==> src/rtl/mux7_sched_pkg.sv <==
// Shared constants and helpers for the 7-requester round-robin scheduler.
//   N_REQ    : number of requesters sharing the mux datapath
//   SEL_W    : width of the mux select / requester index
//   BURST_W  : width of the lock burst counter (MUX7_LOCK_EN builds)
//   next_idx : requester index successor, wrapping 6 -> 0
package mux7_sched_pkg;

    localparam int N_REQ   = 7;
    localparam int SEL_W   = 3;
    localparam int BURST_W = 4;

    function automatic logic [SEL_W-1:0] next_idx(input logic [SEL_W-1:0] i);
        return (i == 3'd6) ? 3'd0 : i + 3'd1;
    endfunction

endpackage

==> src/rtl/mux7_rr_pick.sv <==
// Combinational round-robin picker.
// Searches req starting at ptr, ascending, wrapping 6 -> 0; the first set bit wins.
//   req [6:0] in  : pending requesters
//   ptr [2:0] in  : highest-priority index this cycle (0..6)
//   any       out : at least one requester pending
//   idx [2:0] out : winning index (0 when nothing pending, never 7)
module mux7_rr_pick
    import mux7_sched_pkg::*;
(
    input  logic [N_REQ-1:0] req,
    input  logic [SEL_W-1:0] ptr,
    output logic             any,
    output logic [SEL_W-1:0] idx
);

    logic [SEL_W-1:0] j;

    always_comb begin
        any = 1'b0;
        idx = '0;
        // An out-of-range pointer cannot occur, but fold it onto 0 so the search stays in 0..6.
        j   = (ptr > 3'd6) ? 3'd0 : ptr;
        for (int i = 0; i < N_REQ; i++) begin
            if (!any && req[j]) begin
                any = 1'b1;
                idx = j;
            end
            j = next_idx(j);
        end
    end

endmodule

==> src/rtl/mux7_rr_scheduler.sv <==
// Round-robin scheduler in front of a shared 7:1 mux. Each cycle at most one
// pending requester is accepted; its word is registered into out_data with a
// valid/ready handshake, and sel reports which requester the word came from.
// Optional macro MUX7_LOCK_EN adds the lock port and burst locking: a locked
// winner keeps top priority for up to MAX_BURST consecutive grants.
//   clk        in  : clock, rising edge
//   rst_n      in  : asynchronous active-low reset
//   req[6:0]   in  : request per requester
//   din[7*W]   in  : packed requester data, requester k at [k*W +: W]
//   gnt[6:0]   out : one-hot accept, din[k] captured on this edge
//   sel[2:0]   out : registered index of the word in out_data
//   out_valid  out : out_data holds a valid word
//   out_data   out : registered selected word
//   out_ready  in  : downstream accept
//   lock[6:0]  in  : burst request per requester (MUX7_LOCK_EN only)
module mux7_rr_scheduler
    import mux7_sched_pkg::*;
#(
    parameter int W = 1
`ifdef MUX7_LOCK_EN
   ,parameter int MAX_BURST = 4
`endif
) (
    input  logic               clk,
    input  logic               rst_n,
    input  logic [N_REQ-1:0]   req,
    input  logic [N_REQ*W-1:0] din,
    output logic [N_REQ-1:0]   gnt,
    output logic [SEL_W-1:0]   sel,
    output logic               out_valid,
    output logic [W-1:0]       out_data,
`ifdef MUX7_LOCK_EN
    input  logic [N_REQ-1:0]   lock,
`endif
    input  logic               out_ready
);

    logic [SEL_W-1:0] ptr;
    logic             any;
    logic [SEL_W-1:0] idx;
    logic             can_load;
    logic             load;
    logic [W-1:0]     word;

    mux7_rr_pick u_pick (
        .req (req),
        .ptr (ptr),
        .any (any),
        .idx (idx)
    );

    assign can_load = !out_valid || out_ready;
    assign load     = can_load && any;
    assign word     = din[int'(idx)*W +: W];

    always_comb begin
        gnt = '0;
        if (load) gnt[idx] = 1'b1;
    end

`ifdef MUX7_LOCK_EN
    logic [BURST_W-1:0] burst_cnt;
    logic [BURST_W-1:0] burst_base;
    logic               stay;

    // sel still holds the previous winner; a different winner restarts the burst count.
    assign burst_base = (idx == sel) ? burst_cnt : '0;
    assign stay       = lock[idx] && (burst_base < BURST_W'(MAX_BURST - 1));

    always_ff @(posedge clk or negedge rst_n) begin
        if (!rst_n) begin
            burst_cnt <= '0;
        end else if (load) begin
            burst_cnt <= stay ? burst_base + 1'b1 : '0;
        end
    end
`endif

    always_ff @(posedge clk or negedge rst_n) begin
        if (!rst_n) begin
            ptr       <= '0;
            sel       <= '0;
            out_data  <= '0;
            out_valid <= 1'b0;
        end else if (can_load) begin
            if (any) begin
                out_data  <= word;
                sel       <= idx;
                out_valid <= 1'b1;
`ifdef MUX7_LOCK_EN
                ptr       <= stay ? idx : next_idx(idx);
`else
                ptr       <= next_idx(idx);
`endif
            end else begin
                out_valid <= 1'b0;
            end
        end
    end

endmodule

==> config.mk <==
export PLATFORM = sky130hd
export DESIGN_NAME = mux7_rr_scheduler
export DESIGN_NICKNAME = d
export VERILOG_FILES = /design/src/rtl/mux7_sched_pkg.sv /design/src/rtl/mux7_rr_pick.sv /design/src/rtl/mux7_rr_scheduler.sv
export SDC_FILE = /design/constraint.sdc
export NUM_CORES = 1
export LEC_CHECK = 0
export CAP_MARGIN = 10
export CORE_ASPECT_RATIO = 0.8
export CORE_MARGIN = 2
export CORE_UTILIZATION = 50
export CTS_CLUSTER_DIAMETER = 150
export DETAILED_ROUTE_END_ITERATION = 10
export GPL_ROUTABILITY_DRIVEN = 0
export GPL_TIMING_DRIVEN = 0
export HOLD_SLACK_MARGIN = 0.1
export PLACE_DENSITY_LB_ADDON = 0.2
export SLEW_MARGIN = 20
export SYNTH_ARGS = -nofsm -noshare
export SYNTH_HDL_FRONTEND = slang
export SYNTH_SLANG_ARGS = --single-unit
==> constraint.sdc <==
create_clock -name clk -period 5.3 [get_ports clk]
set_clock_uncertainty 0.1 [all_clocks]
set_input_delay 1.325 -clock clk [delete_from_list [all_inputs] [get_ports clk]]
set_output_delay 1.325 -clock clk [all_outputs]
set_load 0.01 [all_outputs]
Figure 1. Logic cells by family (run 1).
Scale: 4 px per um.
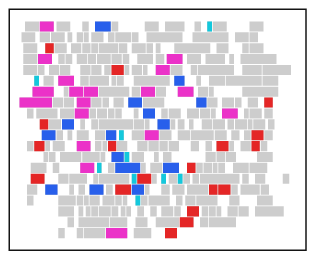
legend:
  AND and OR gates:
    color: red
    cells: 18
  inverters:
    color: cyan
    cells: 9
  multiplexers:
    color: magenta
    cells: 18
  AND-OR and OR-AND gates:
    color: blue
    cells: 15

Figure 2. A small window of the routed layout (run 1).
Window x 22 to 52, y 15 to 45 um. Cells in gray, sequential cells in the stronger gray; small squares are vias.
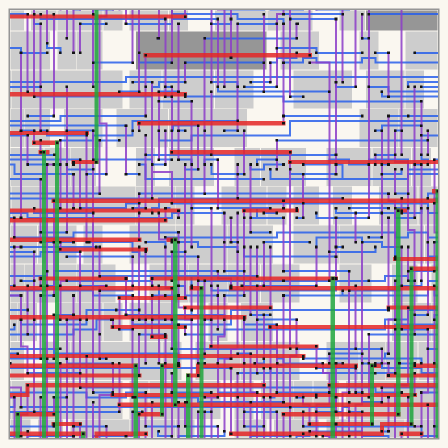
legend:
  metal 2:
    color: purple
  metal 3:
    color: red
  metal 4:
    color: green
  metal 1:
    color: blue
most frequent: nand2_1 (10), buf_4 (7), a21oi_1 (6)
cells with their middle in the window: 91
netlist names of flops here include: out_data (1), ptr (1)
sequential cells in the window: 2

==> impl_metrics.json, run 1 <==
{
  "max_slew_margin_pct": 56.0,
  "warnings": 28,
  "max_clock_freq_mhz": 190,
  "die_x_um": 73.8,
  "netlist_top_cells_count": "nor2_1, a21oi_1, nand2_1",
  "grt_max_degree": 11,
  "hold_class": "register to register",
  "min_period_ns": 5.27,
  "status": "finished, final reports clean",
  "grt_pass1_vias": 2239,
  "cp.required_ns": 3.88,
  "top_area_cell": "dfrtp_1",
  "wl_per_cell_um": 20.5,
  "worst-r2r-cell-count": 14,
  "placementRows": 20,
  "setup.worst_path.end": "gnt[1]",
  "worstSkewPairLatency_ns": 0.22,
  "syn_area_um2": 1950,
  "track_usage_pct": 34.0,
  "num_io_pins": 29,
  "die_area_um2": 4420,
  "antenna_found_initial": 0,
  "area_leaders": "dfrtp_1, mux2i_1, a21oi_1",
  "cts_buffer_depth": 2,
  "top_area_share_pct": 10.3,
  "grt_pass1_wl_mm": 11.5,
  "grt-ovfl-total": 0,
  "diodes": 0,
  "cts.sinks": 8,
  "path_clk_slew_ns": 0.04
}
Figure 3. Signal metal coverage by tile (run 1).
Scale: 4 px per um. The die is cut into 15 by 12 equal tiles; dark purple is low, yellow is high, scaled to the fullest tile. Values are wire area over tile area, all layers added.
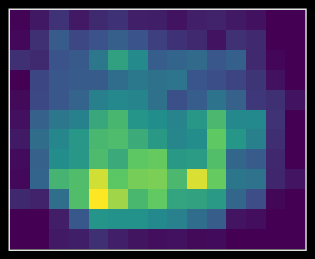
nearly empty tiles: 13%
tiles over half the peak: 23%
mean over tiles: 0.29

Figure 4. Metal layers overlaid (run 1).
Scale: 4 px per um. Only two layers are drawn.
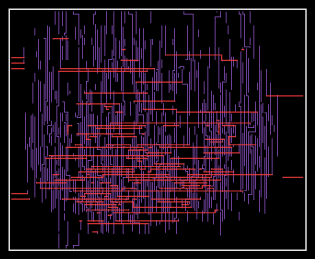
legend:
  metal 3:
    color: red
    wire_length: 886 um
  metal 2:
    color: purple
    wire_length: 3120 um

==> run 1: layout make-up <==
| class | count | area, um^2 | share of cell area (%) |
|---|---|---|---|
| Buffer | 23 | 188 | 7.23 |
| Inverter | 9 | 33.8 | 1.30 |
| Clock buffer | 3 | 41.3 | 1.59 |
| Tap cell | 55 | 68.8 | 2.65 |
| Multi-Input combinational cell | 217 | 1710 | 65.9 |
| Timing Repair Buffer | 42 | 353 | 13.6 |
| Sequential cell | 8 | 200 | 7.71 |
==> run 1: metrics by stage <==
stage | hold WS, ns | instances | util (%) | setup slack, ns
after detailed placement | 0.384 | 336 | 59.8 | -0.933
final | 0.385 | 357 | 68.7 | 0.0318
after CTS | 0.389 | 355 | 67.3 | -0.0449
after floorplan | 0.416 | 257 | - | 0.115
after global placement | 0.367 | 336 | 59.8 | -0.855
after global routing | 0.422 | 357 | 68.7 | -0.0928
==> run 1: state kept, by name, summed over array words and instances, names as in the netlist <==
register,count
ptr,3
sel,3
out_data,1
out_valid,1
==> run 1: cells in the final DEF (no fill, tap or decap), drive strengths merged, types with 4 or more instances in the layout <==
master         count
o21ai             18
a32oi              4
dfrtp              8
nor2              21
nand2             20
mux2i             12
nor3               4
nand2b            11
clkbuf             7
buf               45
mux2               6
a21oi             20
or2                4
nor2b             10
o221ai             4
o211ai             8
nand3             10
clkdlybuf4s50     14
inv                9
==> run 1: routing by layer <==
layer  track usage [%]  routed length, um
met5                 0                  0
met3              8.77                885
met2              49.5               3120
met4              11.4                267
met1              48.6               3060
==> run 1: cells by family after synthesis <==
group / share of synthesized area [%]
AND/OR/NAND/NOR: 28.8
AND-OR/OR-AND: 39.3
buffers and inverters: 10.1
multiplexers: 10.0
flip-flops: 10.3
XOR/XNOR: 0.898
adder cells (fa/ha/maj): 0.641
==> run 1: worst min-delay path by stage <==
| stage | depth (start not counted) | to | slack [ns] |
|---|---|---|---|
| 2_1_floorplan | 2 | sel[0] | 0.42 |
| 3_3_place_gp | 2 | sel[0] | 0.37 |
| 3_5_place_dp | 2 | sel[0] | 0.38 |
| 4_1_cts | 2 | sel[0] | 0.39 |
| 5_1_grt | 2 | sel[0] | 0.42 |
| 6_report | 2 | sel[0] | 0.38 |
==> run 1: timing repair <==
action / CTS / global route
pin swaps: 15 / 8
endpoints found under the setup margin: 7 / 7
setup buffers: 16 / 2
hold buffers: 0 / 0
resized: 61 / 20
==> run 1: critical path, stage by stage <==
cell	delay, ns
buf_2	0.17
mux2i_1	0.20
nor2_1	0.09
a31oi_2	0.25
o22ai_2	0.14
or4b_1	0.54
a21boi_2	0.18
a221oi_2	0.05
mux2_4	0.30
buf_6	0.13
or2_4	0.23
nor3_2	0.09
buf_2	0.14
Figure 5. Placement view (run 1).
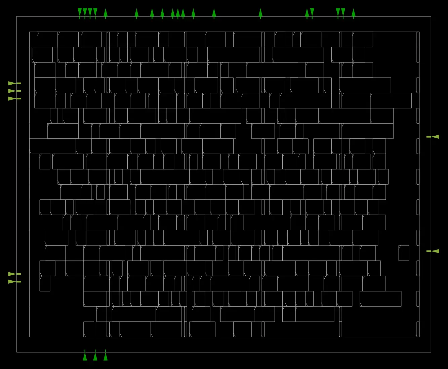

==> run 2, diff against run 1 <==
==> constraint.sdc (replaced) <==
create_clock -name clk -period 4.2 [get_ports clk]
set_clock_uncertainty 0.1 [all_clocks]
set_input_delay 1.05 -clock clk [delete_from_list [all_inputs] [get_ports clk]]
set_output_delay 1.05 -clock clk [all_outputs]
set_load 0.01 [all_outputs]
Figure 6. Placement view (run 2).
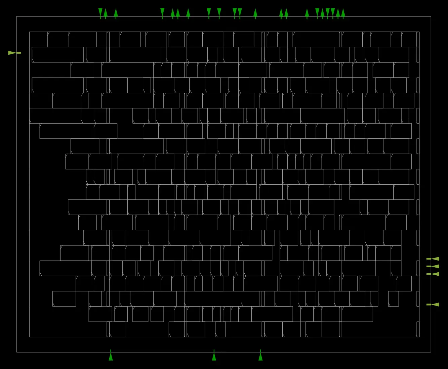
Row Count: 20
sequential cell area share: 7.22%

==> run 2 against run 1 <==
  * The flow now finishes with violations (negative setup slack)
  * Sequential share of layout area decreased by 0.49 points
  * Critical path depth unchanged
  * Non-clock buffer count increased by 19
  * Design area increased by 8.1%
  * Cell count increased by 5.3%
  * Routed wire length increased by 6.8%
  * Die size unchanged
  * Sequential cell count unchanged
  * Largest cell class unchanged
==> impl_metrics.json, run 2 <==
{
  "status": "finished with violations",
  "violations": "negative setup slack",
  "warnings": 29,
  "top_area_cell": "dfrtp_1",
  "top_usage_layer": "met2",
  "comb_area_um2": 1790,
  "muxShareOfSynthArea_pct": 10.0,
  "top_logic_kind": "AND-OR/OR-AND gates",
  "dp.cells": 336,
  "grt_pass1_vias": 2339,
  "ys_sh_aoi_pct": 39.3,
  "ys_sh_simple_pct": 28.8,
  "die_x_um": 73.8,
  "area_leaders": "dfrtp_1, mux2i_1, a21oi_1",
  "fin_util_pct": 74.3,
  "min_period_ns": 4.81,
  "setup_viol": 7,
  "adder_share_pct": 0.641,
  "diodes": 0,
  "lay_top_cells": "buf_4, a21oi_1, nand2_1",
  "hold_class": "register to register",
  "stdcell_count": 376,
  "cts_buffer_depth": 2,
  "flop_area_um2": 203,
  "max_slew_margin_pct": 59.5,
  "track_usage_pct": 34.6,
  "syn_area_um2": 1950,
  "timing.final.ws_setup_ns": -0.614,
  "ys_sh_xor_pct": 0.898,
  "top_area_share_pct": 10.3,
  "grt_pass1_wl_mm": 11.7,
  "grt-ovfl-total": 0,
  "wl_per_cell_um": 20.8,
  "cts.sinks": 8,
  "final_layout_top_logic_cell": "buf_4",
  "max_clock_freq_mhz": 208,
  "num_io_pins": 29
}
[run 2: cell counts after synthesis]
Identical to the previous run, type by type.
[run 2: final cells by class]
class,count,share of cell area (%)
Clock buffer,3,1.47
Tap cell,55,2.45
Sequential cell,8,7.22
Inverter,9,1.20
Buffer,22,6.90
Multi-Input combinational cell,217,63.6
Timing Repair Buffer,62,17.2
[run 2: worst paths after layout]
kind	start	end	slack, ns	depth (start not counted)
max	req[3]	gnt[0]	-0.61	13
min	sel[0]	sel[0]	0.39	2
max reg2reg	ptr[1]	out_data	0.26	16
min reg2reg	sel[0]	sel[0]	0.39	2
max in group asynchronous	rst_n	ptr[1]	2.73	1
min in group asynchronous	rst_n	sel[0]	1.00	1
[run 2: logic make-up after synthesis]
logic type | count (synthesis)
buf+inv | 32
simple gates | 99
xor+xnor | 2
mux | 18
compound gates | 97
flops | 8
fa+ha+maj | 1
[run 2: metrics by stage]
step | cell area, um^2 | setup WS (ns)
floorplan | 1990 | -0.254
global placement | 2300 | -1.46
detailed placement | 2300 | -1.44
CTS | 2730 | -0.451
global route | 2810 | -0.670
finish | 2810 | -0.614
[run 2: per-layer routing]
metal  up-vias  wire [um]
li1       1110          -
met3        41        931
met4         0        278
met5         -          0
met1      1183       3150
met2       196       3470
[run 2: worst max-delay path: stages]
cell	delay, ns
buf_12	0.10
nor2b_4	0.12
and3_4	0.13
a221o_1	0.36
o31ai_4	0.31
a31oi_4	0.16
a311o_1	0.33
a221oi_2	0.35
mux2_4	0.25
buf_6	0.11
nand2b_4	0.06
nor3_2	0.15
buf_2	0.17
[run 2: what timing repair did]
action | 4_1_cts | 5_1_grt
resized | 83 | 11
setup buffers | 33 | 5
pin swaps | 23 | 15
setup endpoints to repair | 9 | 7
endpoints found under the hold margin | 0 | 0
